**config.mk**
```make
export PLATFORM = sky130hd
export DESIGN_NAME = gray_counter_n
export DESIGN_NICKNAME = d
export VERILOG_FILES = /design/src/rtl/gray_pkg.sv /design/src/rtl/gray2bin_n.sv /design/src/rtl/gray_counter_n.sv
export SDC_FILE = /design/constraint.sdc
export NUM_CORES = 1
export LEC_CHECK = 0
export CORE_AREA = 2 2 39 41
export DETAILED_ROUTE_END_ITERATION = 10
export DIE_AREA = 0 0 41 43
export PLACE_DENSITY_LB_ADDON = 0.25
export SETUP_SLACK_MARGIN = 0.2
export SYNTH_ARGS = -nofsm -noshare
export SYNTH_HDL_FRONTEND = slang
export SYNTH_HIERARCHICAL = 1
export SYNTH_SLANG_ARGS = --single-unit
```
**constraint.sdc**
```tcl
create_clock -name Clk -period 2.9 [get_ports Clk]
set_input_delay 0.435 -clock Clk [delete_from_list [all_inputs] [get_ports Clk]]
set_output_delay 0.435 -clock Clk [all_outputs]
set_load 0.02 [all_outputs]
```
**src/rtl/gray_pkg.sv**
```systemverilog
// Shared Gray-code helpers for the counter and the FIFO pointer logic that reuses it.
// Both functions work at MAX_WIDTH. Callers zero-extend their operand and truncate the result.
package gray_pkg;

  localparam int MAX_WIDTH = 16;

  typedef enum logic [1:0] {
    OP_HOLD = 2'd0,
    OP_LOAD = 2'd1,
    OP_UP   = 2'd2,
    OP_DOWN = 2'd3
  } op_e;

  function automatic logic [MAX_WIDTH-1:0] bin2gray(input logic [MAX_WIDTH-1:0] value);
    return value ^ (value >> 1);
  endfunction

  // Zero-extended high bits leave the low bits of the decoded value unchanged.
  function automatic logic [MAX_WIDTH-1:0] gray2bin(input logic [MAX_WIDTH-1:0] value);
    logic [MAX_WIDTH-1:0] b;
    b[MAX_WIDTH-1] = value[MAX_WIDTH-1];
    for (int i = MAX_WIDTH - 2; i >= 0; i--) begin
      b[i] = b[i+1] ^ value[i];
    end
    return b;
  endfunction

endpackage

```
**src/rtl/gray2bin_n.sv**
```systemverilog
// Combinational Gray-to-binary decoder of generic width.
// Each binary bit is the XOR of all Gray bits at or above it.
module gray2bin_n #(
  parameter int WIDTH = 3
) (
  input  logic [WIDTH-1:0] gray,
  output logic [WIDTH-1:0] bin
);

  // A reduction per bit avoids a self-referencing chain on bin.
  for (genvar gi = 0; gi < WIDTH; gi++) begin : g_bit
    assign bin[gi] = ^gray[WIDTH-1:gi];
  end

endmodule

```
**src/rtl/gray_counter_n.sv**
```systemverilog
// Up/down Gray counter with Gray load, wrap pulse and overflow/underflow flags.
// The state is kept in binary. The Gray output is derived from the registered binary value.
module gray_counter_n
  import gray_pkg::*;
#(
  parameter int WIDTH  = 3,
  parameter int STICKY = 1
) (
  input  logic             Clk,
  input  logic             Reset,
  input  logic             En,
  input  logic             Dir,
  input  logic             Load,
  input  logic [WIDTH-1:0] LoadVal,
  input  logic             ClrFlags,
  output logic [WIDTH-1:0] Output,
  output logic [WIDTH-1:0] BinOut,
  output logic             Overflow,
  output logic             Underflow,
  output logic             Wrap
);

  logic [WIDTH-1:0] bin_reg, bin_next;
  logic [WIDTH-1:0] load_bin;
  logic             ovf_reg, ovf_next;
  logic             unf_reg, unf_next;
  logic             wrap_reg;
  logic             up_wrap, down_wrap;
  op_e              op;

  gray2bin_n #(.WIDTH(WIDTH)) u_load_dec (
    .gray (LoadVal),
    .bin  (load_bin)
  );

  always_comb begin
    op = OP_HOLD;
    if (Load) begin
      op = OP_LOAD;
    end else if (En) begin
      op = Dir ? OP_UP : OP_DOWN;
    end
  end

  assign up_wrap   = (op == OP_UP)   && (&bin_reg);
  assign down_wrap = (op == OP_DOWN) && (bin_reg == '0);

  always_comb begin
    bin_next = bin_reg;
    case (op)
      OP_LOAD: bin_next = load_bin;
      OP_UP:   bin_next = bin_reg + WIDTH'(1);
      OP_DOWN: bin_next = bin_reg - WIDTH'(1);
      default: bin_next = bin_reg;
    endcase
  end

  // A wrap in the same cycle as ClrFlags keeps its own flag set.
  always_comb begin
    if (STICKY != 0) begin
      ovf_next = up_wrap   | (ovf_reg & ~ClrFlags);
      unf_next = down_wrap | (unf_reg & ~ClrFlags);
    end else begin
      ovf_next = up_wrap;
      unf_next = down_wrap;
    end
  end

  always_ff @(posedge Clk) begin
    if (!Reset) begin
      bin_reg  <= '0;
      ovf_reg  <= 1'b0;
      unf_reg  <= 1'b0;
      wrap_reg <= 1'b0;
    end else begin
      bin_reg  <= bin_next;
      ovf_reg  <= ovf_next;
      unf_reg  <= unf_next;
      wrap_reg <= up_wrap | down_wrap;
    end
  end

  assign Output    = WIDTH'(bin2gray(MAX_WIDTH'(bin_reg)));
  assign BinOut    = bin_reg;
  assign Overflow  = ovf_reg;
  assign Underflow = unf_reg;
  assign Wrap      = wrap_reg;

endmodule

```
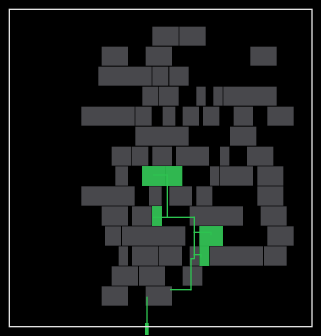
(port wiring)
legend:
  green:
    port: En
    bits: 1
    direction: input
    end_cells: 5
    buffers: 1
    wire: 33.7 um

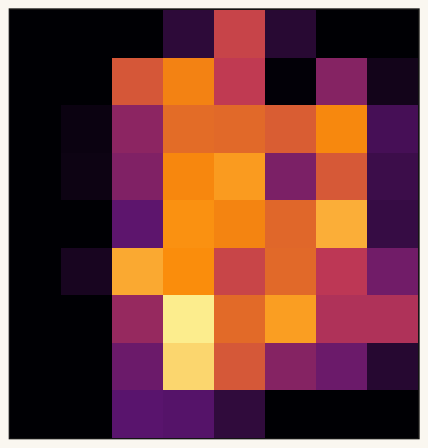
(cell area per tile)
The die is cut into 8 by 9 equal tiles; black is low, pale yellow is high, 0 to 100% covered.
mean over tiles: 32%
tiles over 75% full: 11%
densest ninth of the die: middle
nearly empty tiles: 31%

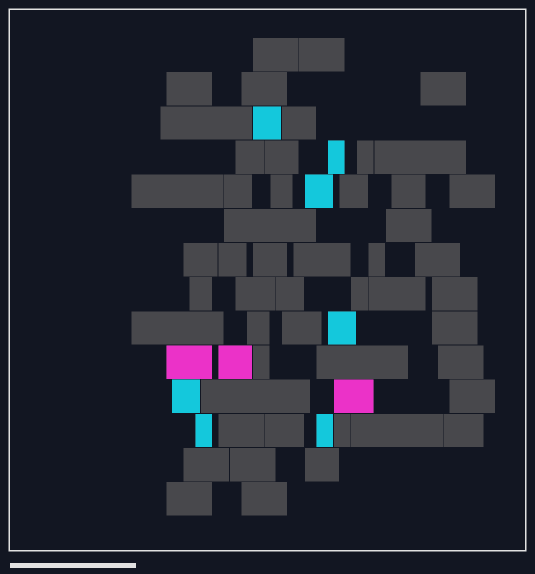
(gate-type map)
The bar under the picture is 10 um long.
legend:
  cyan:
    family: NAND gates
    cells: 7
  magenta:
    family: AND-OR and OR-AND gates
    cells: 3

==> GITHUB_STEP_SUMMARY <==
### Metrics collected by this job

| Metric | Value |
|---|---|
| Status | completed |
| Synth Net Count | between 50 and 60 |
| Number of standard cells in the final layout excluding fillers | 76 |
| Main logic family after synthesis | simple AND/OR/NAND/NOR gates |
| Routed wire length | 744 um |
| Worst EP arrival | 2.40 ns |
| Wire length on met3 | 38 um |
| Post-CTS setup buffers | 0 |
| PostCTS Resize Cnt | 0 |
| Insertion delay at the late pin of the worst-skew pair | 0.24 ns |
| Commonest Layout Cell | sky130_fd_sc_hd__clkdlybuf4s50_1 |
| Cell type with the largest total area | sky130_fd_sc_hd__dfxtp_1 |
| Synth async-reset ratio | 0% |
| Fraction of layout cells with a size suffix above 1 | 6.67% |
| Total power density per cell area | 432 nW/um^2 |
| Critical path type | in2reg |
| Multiplexer share of the synthesized area | 0% |
| Unrepaired setup endpoints after global routing | false |
| Clk_skew | 0.00481 ns |
| TritonCTS clock tree | done |
| Number of global-route vias before repair | 272 |
| Number of failing hold endpoints at the final stage | 0 |
| Count of library flops with an enable pin | 0 |
| Total half-perimeter wirelength after legalization and detailed placement | just over 600 um |
| Largest voltage drop on the vdd net | 0.195 mV |
| Most frequent cells in the layout | sky130_fd_sc_hd__clkdlybuf4s50_1, sky130_fd_sc_hd__dfxtp_1 |
| Number of levels in the clock H-tree | 1 |
| GP Congestion | 0.667 |
| Clock buffer count from CTS | 3 |
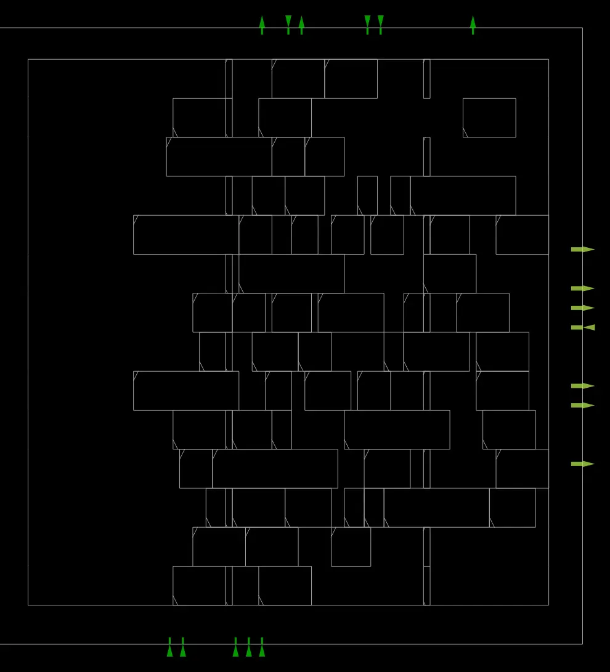
(cell placement)
final core area utilization: 42.4%
core area: 1380 sq um
Std-Cell Rows: 14
Seq area share: 20.5%

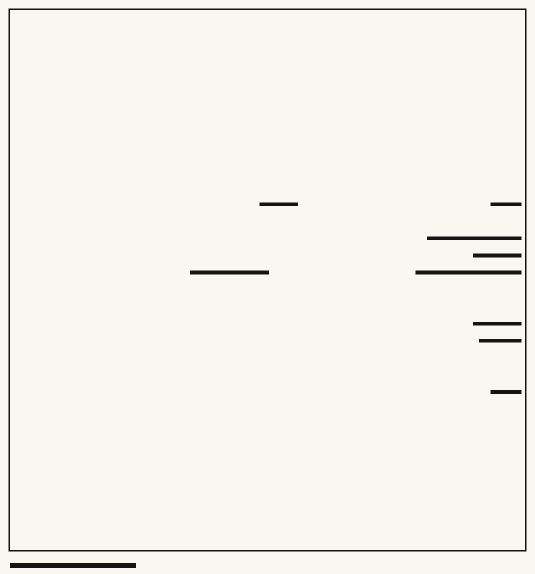
(signal wires on met3)
The bar under the picture is 10 um long.
main direction: horizontal
wire length on this layer: 38.8 um
share of all routed wire: 5.2%
nets with wire on the layer: 9

==> metrics by stage <==
stage | power (W) | hold slack, ns
after floorplan | 0.000141 | 0.546
after global placement | 0.000178 | 0.470
after detailed placement | 0.000178 | 0.464
after CTS | 0.000257 | 0.475
after global routing | 0.000269 | 0.528
final | 0.000253 | 0.473
==> where the power goes <==
group / switching, W / leakage (nW) / internal (W) / total (W)
sequential: 0.00000610 / 0.0492 / 0.0000873 / 0.0000934
combinational: 0.0000365 / 0.168 / 0.0000457 / 0.0000822
clock: 0.0000310 / 0.0138 / 0.0000469 / 0.0000779
==> registers in the layout (all words and copies together), names as in the netlist <==
signal and cells:
Overflow 1, Wrap 1, Underflow 1, BinOut 3
==> worst paths after layout <==
path | cells past startpoint | slack [ns] | end | startpoint
worst max register to register | 5 | 1.26 | BinOut[2]$_SDFFE_PN0P_ | BinOut[0]$_SDFFE_PN0P_
worst min register to register | 2 | 0.47 | Overflow$_SDFF_PN0_ | Overflow$_SDFF_PN0_
worst min-delay path | 2 | 0.47 | Overflow$_SDFF_PN0_ | Overflow$_SDFF_PN0_
worst max-delay path | 7 | 0.64 | BinOut[2]$_SDFFE_PN0P_ | En
==> critical path: stages <==
cell                              delay [ns]
sky130_fd_sc_hd__clkdlybuf4s50_1        0.57
sky130_fd_sc_hd__nor2b_1                0.29
sky130_fd_sc_hd__nand2b_1               0.11
sky130_fd_sc_hd__fa_1                   0.38
sky130_fd_sc_hd__xnor2_1                0.21
sky130_fd_sc_hd__nor3_1                 0.07
sky130_fd_sc_hd__o311a_1                0.33
==> cell type report <==
class / instances / area (sq um)
inverter: 3 / 11.3
sequential: 6 / 120
fill: 144 / 797
tap: 16 / 20.0
multi-input combinational: 31 / 243
timing repair buffer: 17 / 170
clock buffer: 3 / 22.5
Power and IR drop assume default switching activity.
